--- src/rtl/mux_arbiter_pkg.sv ---
// rtl/mux_arbiter_pkg.sv - shared types and sizes for the 4:1 mux path arbiter
package mux_arbiter_pkg;

    localparam int NUM_REQ = 4;
    localparam int SEL_W   = 2;

    typedef enum logic [1:0] {
        IDLE    = 2'd0,
        GRANT   = 2'd1,
        RELEASE = 2'd2
    } arb_state_e;

endpackage

--- src/rtl/mux_arbiter_rr_pick.sv ---
// rtl/mux_arbiter_rr_pick.sv - combinational round-robin winner pick
module rr_pick
    import mux_arbiter_pkg::*;
(
    input  logic [NUM_REQ-1:0] req,
    input  logic [SEL_W-1:0]   last_owner,
    output logic               valid,
    output logic [SEL_W-1:0]   idx
);

    logic [SEL_W-1:0] cand;

    // Walk from farthest to nearest so the candidate right after last_owner wins.
    always_comb begin
        valid = 1'b0;
        idx   = '0;
        cand  = '0;
        for (int k = NUM_REQ; k >= 1; k--) begin
            cand = last_owner + SEL_W'(k);
            if (req[cand]) begin
                valid = 1'b1;
                idx   = cand;
            end
        end
    end

endmodule

--- src/rtl/mux_arbiter.sv ---
// rtl/mux_arbiter.sv - round-robin owner arbiter for a shared 4:1 mux path
// Optional forced release after TIMEOUT_CYCLES: define MUX_ARBITER_TIMEOUT_EN.
module mux_arbiter
    import mux_arbiter_pkg::*;
#(
    parameter int unsigned TIMEOUT_CYCLES = 16
) (
    input  logic                clk,
    input  logic                rst,
    input  logic [NUM_REQ-1:0]  req,
    output logic [NUM_REQ-1:0]  grant,
    output logic [SEL_W-1:0]    sel,
    output logic                busy,
    output logic                timeout
);

    arb_state_e          state_q, state_d;
    logic [NUM_REQ-1:0]  grant_q, grant_d;
    logic [SEL_W-1:0]    sel_q, sel_d;
    logic [SEL_W-1:0]    last_owner_q, last_owner_d;

    logic                pick_valid;
    logic [SEL_W-1:0]    pick_idx;
    logic                grant_ev;
    logic                tmo_ev;
    logic                tmo_hit;

    rr_pick u_rr_pick (
        .req        (req),
        .last_owner (last_owner_q),
        .valid      (pick_valid),
        .idx        (pick_idx)
    );

    always_comb begin
        state_d      = state_q;
        grant_d      = grant_q;
        sel_d        = sel_q;
        last_owner_d = last_owner_q;
        grant_ev     = 1'b0;
        tmo_ev       = 1'b0;
        case (state_q)
            IDLE: begin
                grant_d = '0;
                if (pick_valid) begin
                    grant_d           = '0;
                    grant_d[pick_idx] = 1'b1;
                    sel_d             = pick_idx;
                    state_d           = GRANT;
                    grant_ev          = 1'b1;
                end
            end
            GRANT: begin
                // A plain release takes precedence over a coincident timeout.
                if (!req[sel_q] || tmo_hit) begin
                    grant_d      = '0;
                    last_owner_d = sel_q;
                    state_d      = RELEASE;
                    tmo_ev       = req[sel_q];
                end
            end
            RELEASE: begin
                grant_d = '0;
                state_d = IDLE;
            end
            default: begin
                grant_d = '0;
                state_d = IDLE;
            end
        endcase
    end

    always_ff @(posedge clk or posedge rst) begin
        if (rst) begin
            state_q      <= IDLE;
            grant_q      <= '0;
            sel_q        <= '0;
            last_owner_q <= SEL_W'(NUM_REQ - 1);
        end else begin
            state_q      <= state_d;
            grant_q      <= grant_d;
            sel_q        <= sel_d;
            last_owner_q <= last_owner_d;
        end
    end

`ifdef MUX_ARBITER_TIMEOUT_EN
    localparam logic [7:0] TMO_LAST = 8'(TIMEOUT_CYCLES - 1);

    logic [7:0] cnt_q, cnt_d;
    logic       timeout_q, timeout_d;

    assign tmo_hit = (cnt_q == TMO_LAST);

    always_comb begin
        cnt_d     = cnt_q;
        timeout_d = tmo_ev;
        if (grant_ev) begin
            cnt_d = '0;
        end else if (state_q == GRANT) begin
            cnt_d = cnt_q + 8'd1;
        end
    end

    always_ff @(posedge clk or posedge rst) begin
        if (rst) begin
            cnt_q     <= '0;
            timeout_q <= 1'b0;
        end else begin
            cnt_q     <= cnt_d;
            timeout_q <= timeout_d;
        end
    end

    assign timeout = timeout_q;
`else
    logic [7:0] tmo_unused;
    logic       tmo_ev_unused;

    assign tmo_hit       = 1'b0;
    assign tmo_unused    = 8'(TIMEOUT_CYCLES);
    assign tmo_ev_unused = tmo_ev | grant_ev;
    assign timeout       = 1'b0;
`endif

    assign grant = grant_q;
    assign sel   = sel_q;
    assign busy  = (state_q != IDLE);

endmodule

--- config.mk ---
export PLATFORM = sky130hd
export DESIGN_NAME = mux_arbiter
export DESIGN_NICKNAME = d
export VERILOG_FILES = /design/src/rtl/mux_arbiter_pkg.sv /design/src/rtl/mux_arbiter_rr_pick.sv /design/src/rtl/mux_arbiter.sv
export SDC_FILE = /design/constraint.sdc
export NUM_CORES = 1
export LEC_CHECK = 0
export CELL_PAD_IN_SITES_DETAIL_PLACEMENT = 0
export CELL_PAD_IN_SITES_GLOBAL_PLACEMENT = 2
export CORE_MARGIN = 8
export CORE_UTILIZATION = 25
export CTS_BUF_LIST = sky130_fd_sc_hd__clkbuf_2 sky130_fd_sc_hd__clkbuf_4 sky130_fd_sc_hd__clkbuf_8
export CTS_CLUSTER_SIZE = 16
export DETAILED_ROUTE_END_ITERATION = 7
export GPL_TIMING_DRIVEN = 0
export PLACE_DENSITY = 0.78
export SLEW_MARGIN = 20
export SYNTH_ARGS = -nofsm -noshare
export SYNTH_HDL_FRONTEND = slang
export SYNTH_SLANG_ARGS = --single-unit
--- constraint.sdc ---
create_clock -name clk -period 1.85 [get_ports clk]
set_input_delay 0.4625 -clock clk [delete_from_list [all_inputs] [get_ports clk]]
set_output_delay 0.4625 -clock clk [all_outputs]
set_load 0.05 [all_outputs]
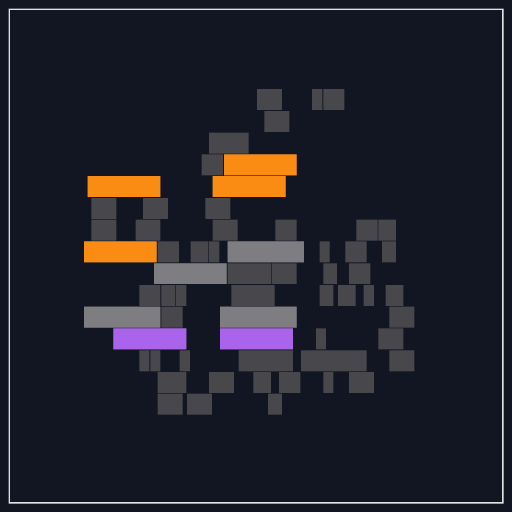
Figure 1: run 1, sequential cells coloured by netlist name.
Scale: 8 px per um. Other sequential cells in the stronger grey, the rest of the logic in the fainter grey.
orange -> `grant`  # flops 4
purple -> `state_q`  # flops 2
not coloured = 4
Final Core Density: 0.353
Seq/total area: 0.367
sequential power: 0.435 mW

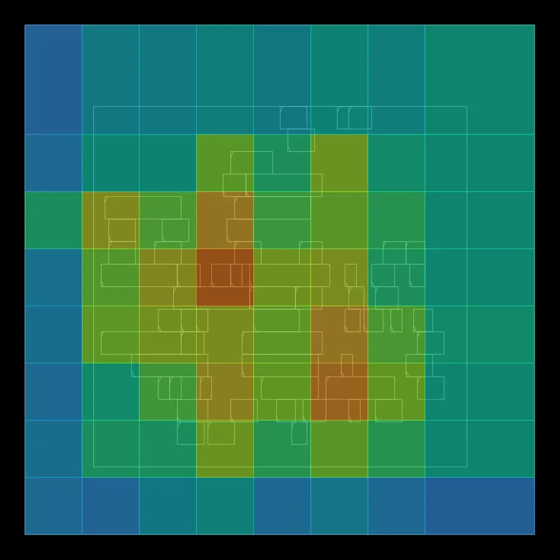
Figure 2: run 1, routing congestion map.
WL per Instance: 12.9 um
gr busiest metal: met1
met2 GRT Util: 0.0842
total track usage: 0.0648

==> results.toml, run 1 <==
# physical design summary
[yosys]
enable_flop_cells = 0
ys_sh_aoi = 0.186
ys_ff = 10
logic_family = "AND-OR/OR-AND gates"
synth_warnings = 0
ys_seq_frac = 0.488
yosys-stat-area_um2 = 518
avgSynthCellArea_um2 = 11.3
synthArstFlopShare = 1.00
syn-cell-area_um2 = 518
synth_top_cell_by_count = "dfrtp_1"
top_cells_by_count = "dfrtp_1, a22o_1, nor2_1, inv_1, nand2b_1"

[worst_setup_path]
cp_max_fo = 6
crit_path_end_kind = "register"
reg2reg_from = "sel[1]"
crit_end = "last_owner_q[1]"
ff2ff_path_depth = 3
reg2reg_slack_ns = 0.20

[route]
via_per_inst = 4.36
first_pass_iters = 4
ant_nets = 0
drt-initial-drc-count = 3
finalWirelength_um = 1150

[finish]
fill_cells = 227
nFlopsAndLatches = 10
largest_cell_class = "sequential cells"
clkbuf_count = 4
signal_buffers = 13
drive_gt1_frac = 0.226
final_nets = 69
num_antenna_cells = 0
most-common-layout-cells = "dlygate4sd2_1, dfrtp_1, nor2_1, a22o_1"
regArea_um2 = 254

[power_and_ir_drop]
clk-power_mw = 0.192
pwr-share-seq = 0.320
p_int_mw = 0.732
power.density_nw_per_um2 = 1960
p_leak_nw = 0.341
pg_comb_mw = 0.732
peakVddDrop_mv = 0.837
combinationalPowerShare = 0.538

[global_route]
overflow = 0

[floorplanning]
die_y_um = 61.5
die_w_um = 61.5

[sta]
period_needed_ns = 1.70
setup_ws_ns = 0.148
rsz0062_at_grt = "false"
hold_viol = 0

[status]
status = "complete, no violations"

[placement]
postPlaceCellArea_um2 = 673
place_ws_ns = -0.314

[clock_network]
cts_buffers = 3
clk_pin_slew_ns = 0.06
postCtsHoldBufs = 0
cts_sinks = 10
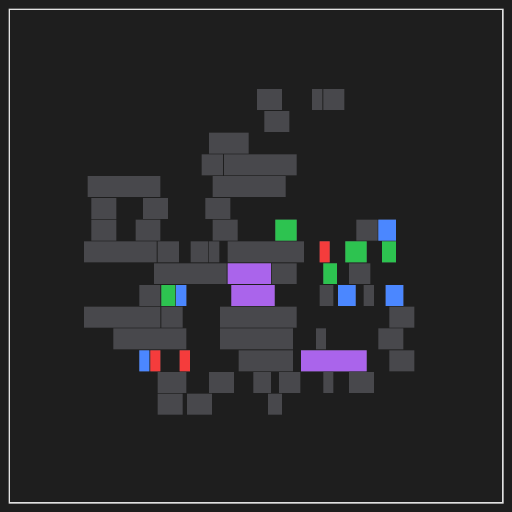
Figure 3: run 1, gate-type map.
Scale: 8 px per um.
green -> inverting AOI/OAI gates  # cells 5
blue -> NAND gates  # cells 5, most used nand2b_1
purple -> multiplexers  # cells 3, most used mux2_4
red -> inverters  # cells 3, most used inv_1
fin cells: 89
dominant logic cell type in the layout: dlygate4sd2_1
Comb/total area: 0.356

==> run 1: critical path, cell delays in order <==
cell and delay, ns:
dlygate4sd2_1 0.29, mux4_2 0.53, nor3b_4 0.29, mux2_4 0.32
==> run 1: metal layers <==
layer	global-route usage	vias up	wire (um)
li1	-	195	-
met1	0.0853	179	576
met2	0.0842	10	468
met3	0.0271	4	86
met4	0.0390	0	17
met5	0	-	0
==> run 1: state kept, by name, summed over array words and instances (netlist names) <==
register	count
grant	4
sel	2
last_owner_q	2
state_q	2
==> run 1: per-stage QoR <==
stage | hold WS (ns) | util | cells
5_1_grt | 0.500 | 0.353 | 89
3_5_place_dp | 0.487 | 0.343 | 85
2_1_floorplan | 0.301 | - | 46
6_report | 0.470 | 0.353 | 89
3_3_place_gp | 0.491 | 0.343 | 85
4_1_cts | 0.479 | 0.355 | 89
==> run 2, diff against run 1 <==
CTS_CLUSTER_DIAMETER = 150   (was not set)
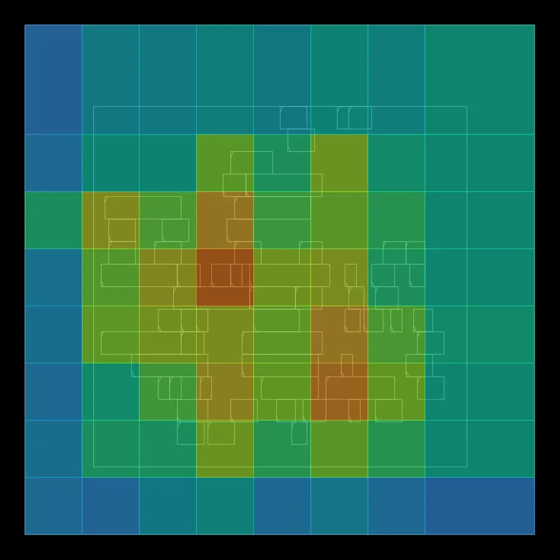
Figure 4: run 2, routing congestion map.
GR Util met1: 0.0853
met3 usage: 0.0271

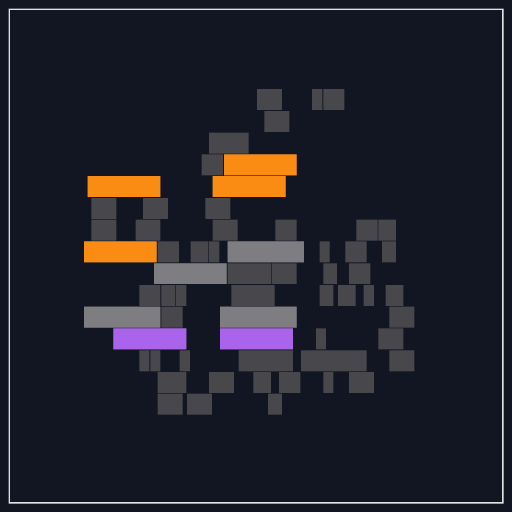
Figure 5: run 2, sequential cells coloured by netlist name.
Scale: 8 px per um. Other sequential cells in the stronger grey, the rest of the logic in the fainter grey.
purple -> `state_q`  # flops 2
orange -> `grant`  # flops 4
not coloured = 4
Seq. cell area: 254 um^2

==> run 2 against run 1 <==
Against the previous run:
- total power unchanged
- sequential power about the same
- global-route usage stayed put
- critical path type unchanged
- largest cell class unchanged
==> results.toml, run 2 <==
# physical design summary
[power_and_ir_drop]
p_leak_nw = 0.341
p_int_mw = 0.732
pwr-share-seq = 0.320
peakVddDrop_mv = 0.837
combinationalPowerShare = 0.538
powerSeq_mw = 0.435
clk-power_mw = 0.192
pg_comb_mw = 0.732
power.density_nw_per_um2 = 1960

[finish]
signal_buffers = 13
final_nets = 69
drive_gt1_frac = 0.226
fill_cells = 227
seq_share = 0.367
largest_cell_class = "sequential cells"
comb_share = 0.356
num_antenna_cells = 0
largest_reg_flops = 4
layout_top_cell = "dlygate4sd2_1"
post-route-util = 0.353
clkbuf_count = 4
most-common-layout-cells = "dlygate4sd2_1, dfrtp_1, nor2_1, a22o_1"

[sta]
hold_ws_ns = 0.470
hold_viol = 0
period_needed_ns = 1.70
setup_ws_ns = 0.148
finalSetupViolCount = 0
rsz0062_at_grt = "false"

[placement]
place_ws_ns = -0.314
placed_cells = 85
postPlaceCellArea_um2 = 673

[worst_setup_path]
crit_family = "multiplexers"
crit_chain = "dlygate4sd2_1 > mux4_2 > nor3b_4 > mux2_4"
cp_max_fo = 6
cp.buffers_inverters = 1
critPathSlowestCell = "mux4_2"
crit_path_end_kind = "register"
critPathMaxStageDelay_ns = 0.53

[global_route]
use_met2 = 0.0842
first_global_vias = 398
overflow = 0
grt_most_used_layer = "met1"
grt_usage = 0.0648

[yosys]
avgSynthCellArea_um2 = 11.3
synthArstFlopShare = 1.00
yosys-stat-area_um2 = 518
synthFlopType = "dfrtp_1"
ys_seq_frac = 0.488
enable_flop_cells = 0
ys_ff = 10
top_cells_by_count = "dfrtp_1, a22o_1, nor2_1, inv_1, nand2b_1"
synth_warnings = 0
syn-cell-area_um2 = 518

[route]
first_pass_iters = 4
maxUsedRoutingLayer = "met4"
via_per_inst = 4.36
detail_route.wirelength.met1_um = 576
wl_met2_um = 468
detail_route.wl_per_cell_um = 12.9
ant_nets = 0

[clock_network]
cts_setup_buffers = 0
postCtsHoldBufs = 0
cts_buffers = 3
clk_pin_slew_ns = 0.06
cts_sinks = 10

[status]
status = "complete, no violations"

[floorplanning]
die_w_um = 61.5
die_y_um = 61.5
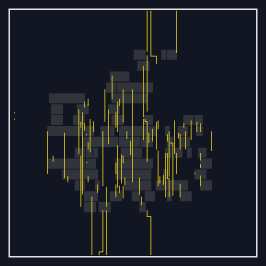
Figure 6: run 2, the metal 2 layer.
Scale: 4 px per um.
longest straight run = 23.1 um
main direction = vertical
share of all routed wire = 41%
vias: 388
drt total wl: 1150 um

## run 2: worst paths after layout
| kind | startpoint | end | slack, ns | depth (start not counted) |
|---|---|---|---|---|
| setup / recovery | req[1] | last_owner_q[1] | 0.15 | 4 |
| hold / removal | rst | state_q[0] | 0.47 | 2 |
| setup reg to reg | sel[1] | last_owner_q[1] | 0.20 | 3 |
| hold reg to reg | grant[3] | grant[3] | 0.50 | 1 |
| max in group asynchronous | rst | last_owner_q[1] | 1.07 | 2 |
| min in group clk | grant[3] | grant[3] | 0.50 | 1 |
## run 2: logic make-up after synthesis
group                  after synthesis  share of synthesized area
AND/OR/NAND/NOR                     15                      0.181
AND-OR/OR-AND                       13                      0.186
flip-flops                          10                      0.488
buffers and inverters                4                     0.0362
multiplexers                         3                      0.101
other                                1                    0.00724
No activity file was given, so power comes from the tool's default toggle rates.
